Cell area per tile:
Scale: 3 px per µm. The die is cut into 8 by 8 equal tiles; dark purple is low, yellow is high, 0 to 100% covered.
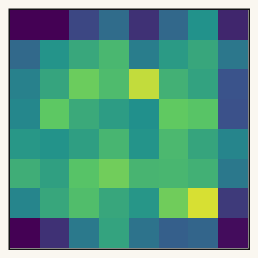
Wires at chosen ports, followed through buffers:
Scale: 4 px per µm.
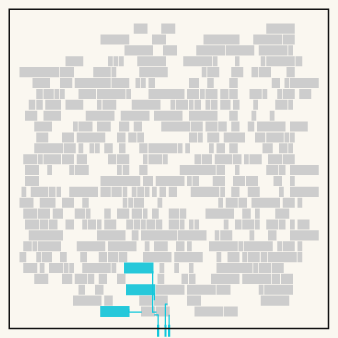
Clock wiring as the flow saved it:
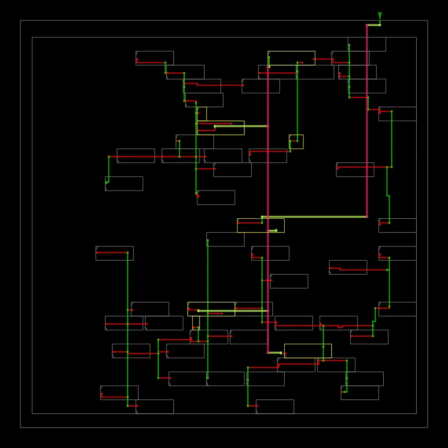
--- config.mk ---
export PLATFORM = sky130hd
export DESIGN_NAME = uart_cmd_parser
export DESIGN_NICKNAME = d
export VERILOG_FILES = /design/src/rtl/uart_cmd_parser.sv
export SDC_FILE = /design/constraint.sdc
export NUM_CORES = 1
export LEC_CHECK = 0
export CAP_MARGIN = 15
export CORE_MARGIN = 2
export CORE_UTILIZATION = 49
export CTS_BUF_LIST = sky130_fd_sc_hd__clkbuf_16
export DETAILED_ROUTE_END_ITERATION = 8
export GPL_TIMING_DRIVEN = 0
export PLACE_DENSITY = 0.7
export SETUP_SLACK_MARGIN = 0.02
export SLEW_MARGIN = 40
export SYNTH_ARGS = -nofsm -noshare
export SYNTH_HDL_FRONTEND = slang
export SYNTH_SLANG_ARGS = --single-unit
--- constraint.sdc ---
create_clock -name clk -period 8.77 [get_ports clk]
set_clock_uncertainty 0.15 [all_clocks]
set_input_delay 2.631 -clock clk [delete_from_list [all_inputs] [get_ports clk]]
set_output_delay 2.631 -clock clk [all_outputs]
set_load 0.01 [all_outputs]
--- src/rtl/uart_cmd_parser.sv ---
`default_nettype none
// ============================================================================
// Module      : uart_cmd_parser
// Description : Assembles bytes from the UART receiver into short ASCII
//               command lines ("F3\r", "S\n", ...) and emits one decoded
//               command pulse (code + 4-bit amount) or one error pulse per
//               line. Includes an inter-byte timeout for abandoned lines.
//               Optional build macro CMD_LOWERCASE_EN: when defined, the
//               lowercase letters f/p/c/s/r alias their uppercase commands.
// Revision    : 1.0 - initial release
// ============================================================================
module uart_cmd_parser #(
    parameter int TIMEOUT_CYCLES = 27000000,
    parameter int DEFAULT_ARG    = 1
) (
    input  logic       clk,
    input  logic       rst,
    input  logic [7:0] rx_byte,
    output logic       cmd_valid,
    output logic [2:0] cmd_code,
    output logic [3:0] cmd_arg,
    output logic       cmd_err,
    output logic [1:0] err_code,
    output logic       busy
);

    // ------------------------------------------------------------------------
    // Constants
    // ------------------------------------------------------------------------
    localparam logic [7:0] c_cr       = 8'h0D;
    localparam logic [7:0] c_lf       = 8'h0A;

    localparam logic [2:0] c_code_none  = 3'd0;
    localparam logic [2:0] c_code_feed  = 3'd1;
    localparam logic [2:0] c_code_play  = 3'd2;
    localparam logic [2:0] c_code_clean = 3'd3;
    localparam logic [2:0] c_code_sleep = 3'd4;
    localparam logic [2:0] c_code_stat  = 3'd5;
    localparam logic [2:0] c_code_reset = 3'd6;

    localparam logic [1:0] c_err_unknown = 2'd1;
    localparam logic [1:0] c_err_arg     = 2'd2;
    localparam logic [1:0] c_err_timeout = 2'd3;

    localparam logic [4:0] c_default_arg = 5'(DEFAULT_ARG);

    // Counter only needs to reach TIMEOUT_CYCLES-2 (the expiry is declared
    // one cycle early so the error pulse lands TIMEOUT_CYCLES after the
    // last accepted byte).
    localparam int CNT_W = (TIMEOUT_CYCLES > 1) ? $clog2(TIMEOUT_CYCLES) : 1;
    localparam logic [CNT_W-1:0] c_expire_at =
        CNT_W'((TIMEOUT_CYCLES >= 2) ? (TIMEOUT_CYCLES - 2) : 0);
    localparam logic [CNT_W-1:0] c_cnt_max   = '1;
    localparam logic             c_tmo_en    = (TIMEOUT_CYCLES != 0);

    // ------------------------------------------------------------------------
    // State encoding
    // ------------------------------------------------------------------------
    typedef enum logic [2:0] {
        ST_IDLE    = 3'd0,
        ST_CMD     = 3'd1,
        ST_ARG1    = 3'd2,
        ST_ARG2    = 3'd3,
        ST_DISCARD = 3'd4
    } state_t;

    // ------------------------------------------------------------------------
    // Registers and their next-state values
    // ------------------------------------------------------------------------
    state_t             state_q,     state_d;
    logic [2:0]         code_q,      code_d;
    logic [4:0]         arg_q,       arg_d;
    logic [1:0]         pend_q,      pend_d;
    logic               prev_nz_q,   prev_nz_d;
    logic [CNT_W-1:0]   tmo_cnt_q,   tmo_cnt_d;
    logic               cmd_valid_q, cmd_valid_d;
    logic [2:0]         cmd_code_q,  cmd_code_d;
    logic [3:0]         cmd_arg_q,   cmd_arg_d;
    logic               cmd_err_q,   cmd_err_d;
    logic [1:0]         err_code_q,  err_code_d;

    // ------------------------------------------------------------------------
    // Combinational helpers
    // ------------------------------------------------------------------------
    logic       w_accept;
    logic       w_is_term;
    logic       w_is_digit;
    logic [3:0] w_digit;
    logic [2:0] w_letter_code;
    logic       w_code_takes_arg;
    logic [6:0] w_acc_wide;
    logic       w_expire;

    // Byte classification and the 0-to-nonzero accept edge
    always_comb begin
        w_accept         = (rx_byte != 8'h00) && !prev_nz_q;
        prev_nz_d        = (rx_byte != 8'h00);
        w_is_term        = (rx_byte == c_cr) || (rx_byte == c_lf);
        w_is_digit       = (rx_byte >= 8'h30) && (rx_byte <= 8'h39);
        w_digit          = rx_byte[3:0];
        w_code_takes_arg = (code_q == c_code_feed) || (code_q == c_code_play) ||
                           (code_q == c_code_clean);
        // arg_q is at most 9 whenever this is used, so 7 bits never wrap and
        // the >15 check sees the true value (e.g. "99" is rejected, not 3).
        w_acc_wide       = ({2'b00, arg_q} * 7'd10) + {3'b000, w_digit};
    end

    // Command letter decode; 0 means not a command letter
    always_comb begin
        w_letter_code = c_code_none;
        case (rx_byte)
            8'h46:   w_letter_code = c_code_feed;   // F
            8'h50:   w_letter_code = c_code_play;   // P
            8'h43:   w_letter_code = c_code_clean;  // C
            8'h53:   w_letter_code = c_code_sleep;  // S
            8'h3F:   w_letter_code = c_code_stat;   // ?
            8'h52:   w_letter_code = c_code_reset;  // R
`ifdef CMD_LOWERCASE_EN
            8'h66:   w_letter_code = c_code_feed;   // f
            8'h70:   w_letter_code = c_code_play;   // p
            8'h63:   w_letter_code = c_code_clean;  // c
            8'h73:   w_letter_code = c_code_sleep;  // s
            8'h72:   w_letter_code = c_code_reset;  // r
`else
`endif
            default: w_letter_code = c_code_none;
        endcase
    end

    // Inter-byte timeout counter: clears on any accept, counts while busy, saturates
    always_comb begin
        w_expire  = c_tmo_en && (state_q != ST_IDLE) && !w_accept &&
                    (tmo_cnt_q >= c_expire_at);
        tmo_cnt_d = tmo_cnt_q;
        if (w_accept) begin
            tmo_cnt_d = '0;
        end else if ((state_q != ST_IDLE) && (tmo_cnt_q != c_cnt_max)) begin
            tmo_cnt_d = tmo_cnt_q + 1'b1;
        end
    end

    // Line-assembly FSM: next state, latched code/argument and output pulses
    always_comb begin
        state_d     = state_q;
        code_d      = code_q;
        arg_d       = arg_q;
        pend_d      = pend_q;
        cmd_valid_d = 1'b0;
        cmd_code_d  = c_code_none;
        cmd_arg_d   = 4'd0;
        cmd_err_d   = 1'b0;
        err_code_d  = 2'd0;

        if (w_accept) begin
            case (state_q)
                ST_IDLE: begin
                    if (w_is_term) begin
                        state_d = ST_IDLE;              // blank line / CR-LF pair
                    end else if (w_letter_code != c_code_none) begin
                        code_d  = w_letter_code;
                        arg_d   = 5'd0;
                        state_d = ST_CMD;
                    end else begin
                        pend_d  = c_err_unknown;
                        state_d = ST_DISCARD;
                    end
                end
                ST_CMD: begin
                    if (w_is_term) begin
                        cmd_valid_d = 1'b1;
                        cmd_code_d  = code_q;
                        cmd_arg_d   = w_code_takes_arg ? c_default_arg[3:0] : 4'd0;
                        state_d     = ST_IDLE;
                    end else if (w_is_digit && w_code_takes_arg) begin
                        arg_d   = {1'b0, w_digit};
                        state_d = ST_ARG1;
                    end else begin
                        pend_d  = c_err_arg;
                        state_d = ST_DISCARD;
                    end
                end
                ST_ARG1: begin
                    if (w_is_digit) begin
                        if (w_acc_wide > 7'd15) begin
                            pend_d  = c_err_arg;
                            state_d = ST_DISCARD;
                        end else begin
                            arg_d   = w_acc_wide[4:0];
                            state_d = ST_ARG2;
                        end
                    end else if (w_is_term) begin
                        cmd_valid_d = 1'b1;
                        cmd_code_d  = code_q;
                        cmd_arg_d   = arg_q[3:0];
                        state_d     = ST_IDLE;
                    end else begin
                        pend_d  = c_err_arg;
                        state_d = ST_DISCARD;
                    end
                end
                ST_ARG2: begin
                    if (w_is_term) begin
                        cmd_valid_d = 1'b1;
                        cmd_code_d  = code_q;
                        cmd_arg_d   = arg_q[3:0];
                        state_d     = ST_IDLE;
                    end else begin
                        pend_d  = c_err_arg;
                        state_d = ST_DISCARD;
                    end
                end
                ST_DISCARD: begin
                    if (w_is_term) begin
                        cmd_err_d  = 1'b1;
                        err_code_d = pend_q;
                        state_d    = ST_IDLE;
                    end
                end
                default: begin
                    state_d = ST_IDLE;
                end
            endcase
        end else if (w_expire) begin
            // A byte accepted in the same cycle takes priority (branch above).
            cmd_err_d  = 1'b1;
            err_code_d = c_err_timeout;
            state_d    = ST_IDLE;
        end
    end

    // State and output registers with synchronous reset
    always_ff @(posedge clk) begin
        if (rst) begin
            state_q     <= ST_IDLE;
            code_q      <= c_code_none;
            arg_q       <= 5'd0;
            pend_q      <= 2'd0;
            prev_nz_q   <= 1'b1;        // a byte held through reset is never accepted
            tmo_cnt_q   <= '0;
            cmd_valid_q <= 1'b0;
            cmd_code_q  <= c_code_none;
            cmd_arg_q   <= 4'd0;
            cmd_err_q   <= 1'b0;
            err_code_q  <= 2'd0;
        end else begin
            state_q     <= state_d;
            code_q      <= code_d;
            arg_q       <= arg_d;
            pend_q      <= pend_d;
            prev_nz_q   <= prev_nz_d;
            tmo_cnt_q   <= tmo_cnt_d;
            cmd_valid_q <= cmd_valid_d;
            cmd_code_q  <= cmd_code_d;
            cmd_arg_q   <= cmd_arg_d;
            cmd_err_q   <= cmd_err_d;
            err_code_q  <= err_code_d;
        end
    end

    assign cmd_valid = cmd_valid_q;
    assign cmd_code  = cmd_code_q;
    assign cmd_arg   = cmd_arg_q;
    assign cmd_err   = cmd_err_q;
    assign err_code  = err_code_q;
    assign busy      = (state_q != ST_IDLE);

endmodule
`default_nettype wire

==> reports/qor.txt <==
clock buffer depth - 2
Antenna Cells - 0
DR vias/cell - 5.583
fp util - 0.5067
status - finished, final reports clean
Root Buffer - clkbuf_16
Area Growth Syn to Fin - 15.11%
synth top area cells - dfxtp_1 (36%), xor2_1 (6.6%), nor2_1 (6.1%)
DRT iter0 DRCs - 78
syn_nets - 340
hold path cells - 2
CTS resizes - 0
# Cells Yosys - 318
Hold Violations, Final - 0
WL final - 5703 µm
clock slew at reported path FFs - 0.06 ns
R2R depth - 8
sw frac - 0.2153
register area - 1001 µm²
Fillers - 509
## Picture notes: 'cell area per tile'
mean over tiles: 49%
tiles over 75% full: 9.4%
fullest tile: 94%
emptiest ninth of the die: top left
nearly empty tiles: 4.7%

## Picture notes: 'wires at chosen ports, followed through buffers'
| port | colour | direction | edge | end cells | buffers | wire |
|---|---|---|---|---|---|---|
| cmd_code | cyan | output | bottom | 3 | 3 | 29.5 µm |

## Picture notes: 'clock wiring as the flow saved it'
Layout clock buffers: 5
TritonCTS buffer count: 5
Flops: 50

[flip-flops by register name (all words and copies together), names as in the netlist]
signal     flops
arg_q          5
cmd_arg        4
cmd_code       3
cmd_err        1
cmd_valid      1
code_q         3
err_code       2
pend_q         2
prev_nz_q      1
state_q        3
tmo_cnt_q     25
[metal layers]
metal / routed length, µm / part of all wire / track usage / up-vias
met4: 110 / 0.019 / 0.08448 / 0
met1: 2704 / 0.47 / 0.2548 / 1078
li1: - / - / - / 1196
met2: 2716 / 0.48 / 0.3193 / 45
met3: 171 / 0.030 / 0.03281 / 9
met5: 0 / 0 / 0 / -
[how the worst min path moves through the flow]
stage / startpoint / end
final: pend_q[1]$_SDFFE_PP0P_ / err_code[1]$_SDFF_PP0_
after floorplan: pend_q[1]$_SDFFE_PP0P_ / err_code[1]$_SDFF_PP0_
after global routing: pend_q[1]$_SDFFE_PP0P_ / err_code[1]$_SDFF_PP0_
after CTS: pend_q[1]$_SDFFE_PP0P_ / err_code[1]$_SDFF_PP0_
after global placement: pend_q[1]$_SDFFE_PP0P_ / err_code[1]$_SDFF_PP0_
after detailed placement: pend_q[1]$_SDFFE_PP0P_ / err_code[1]$_SDFF_PP0_
[per-stage QoR]
step | hold slack, ns | area (µm²) | utilization | total power, µW | setup slack [ns]
2_1_floorplan | 0.2865 | 2790 | - | 242.1 | 3.940
3_3_place_gp | 0.3029 | 3070 | 0.5576 | 250.0 | 3.338
3_5_place_dp | 0.3032 | 3070 | 0.5576 | 250.1 | 3.295
4_1_cts | 0.3123 | 3212 | 0.5833 | 436.0 | 3.592
5_1_grt | 0.3281 | 3212 | 0.5833 | 447.7 | 3.406
6_report | 0.3084 | 3212 | 0.5833 | 430.5 | 3.616
[cell type report]
| class | count | share of cell area |
|---|---|---|
| well taps | 72 | 0.02805 |
| inverters | 9 | 0.01052 |
| flip-flops and latches | 50 | 0.3116 |
| clock buffers | 5 | 0.03896 |
| clock inverters | 3 | 0.005064 |
| multi-input cells | 244 | 0.5282 |
| plain buffers | 15 | 0.01831 |
| repair buffers | 19 | 0.05921 |
[kinds of logic after synthesis]
| logic type | share of synthesized area |
|---|---|
| compound gates | 0.1574 |
| xor+xnor | 0.08431 |
| fa+ha+maj | 0.05919 |
| buf+inv | 0.03318 |
| flops | 0.3587 |
| mux | 0.01794 |
| simple gates | 0.2892 |
[synth_stat cells, drive strengths merged (4+ instances only)]
library cell	n
o21a	4
dfxtp	50
a211oi	4
nor2b	4
nand4	12
ha	10
nand2	25
nor2	45
o211ai	5
nand3	16
a21oi	14
a21o	4
nor3	4
clkbuf	13
xor2	21
mux2i	5
and3	6
and4	7
inv	8
and2	8
[power by group through the flow]
| stage | clock [µW] | combinational (µW) | sequential, µW |
|---|---|---|---|
| global placement | 0 | 17.7 | 232 |
| finish | 185 | 18.0 | 227 |
| detailed placement | 0 | 17.8 | 232 |
| global route | 201 | 20.1 | 227 |
| CTS | 191 | 18.0 | 227 |
| floorplan | 0 | 9.83 | 232 |
[critical path: stages]
cell	delay, ns
clkdlybuf4s50_1	0.42
ha_1	0.24
fa_1	0.42
a21o_2	0.25
a2111oi_4	0.31
a211oi_2	0.13
a2111oi_4	0.57
mux2i_1	0.24
Power is estimated from default activity; no workload was simulated.
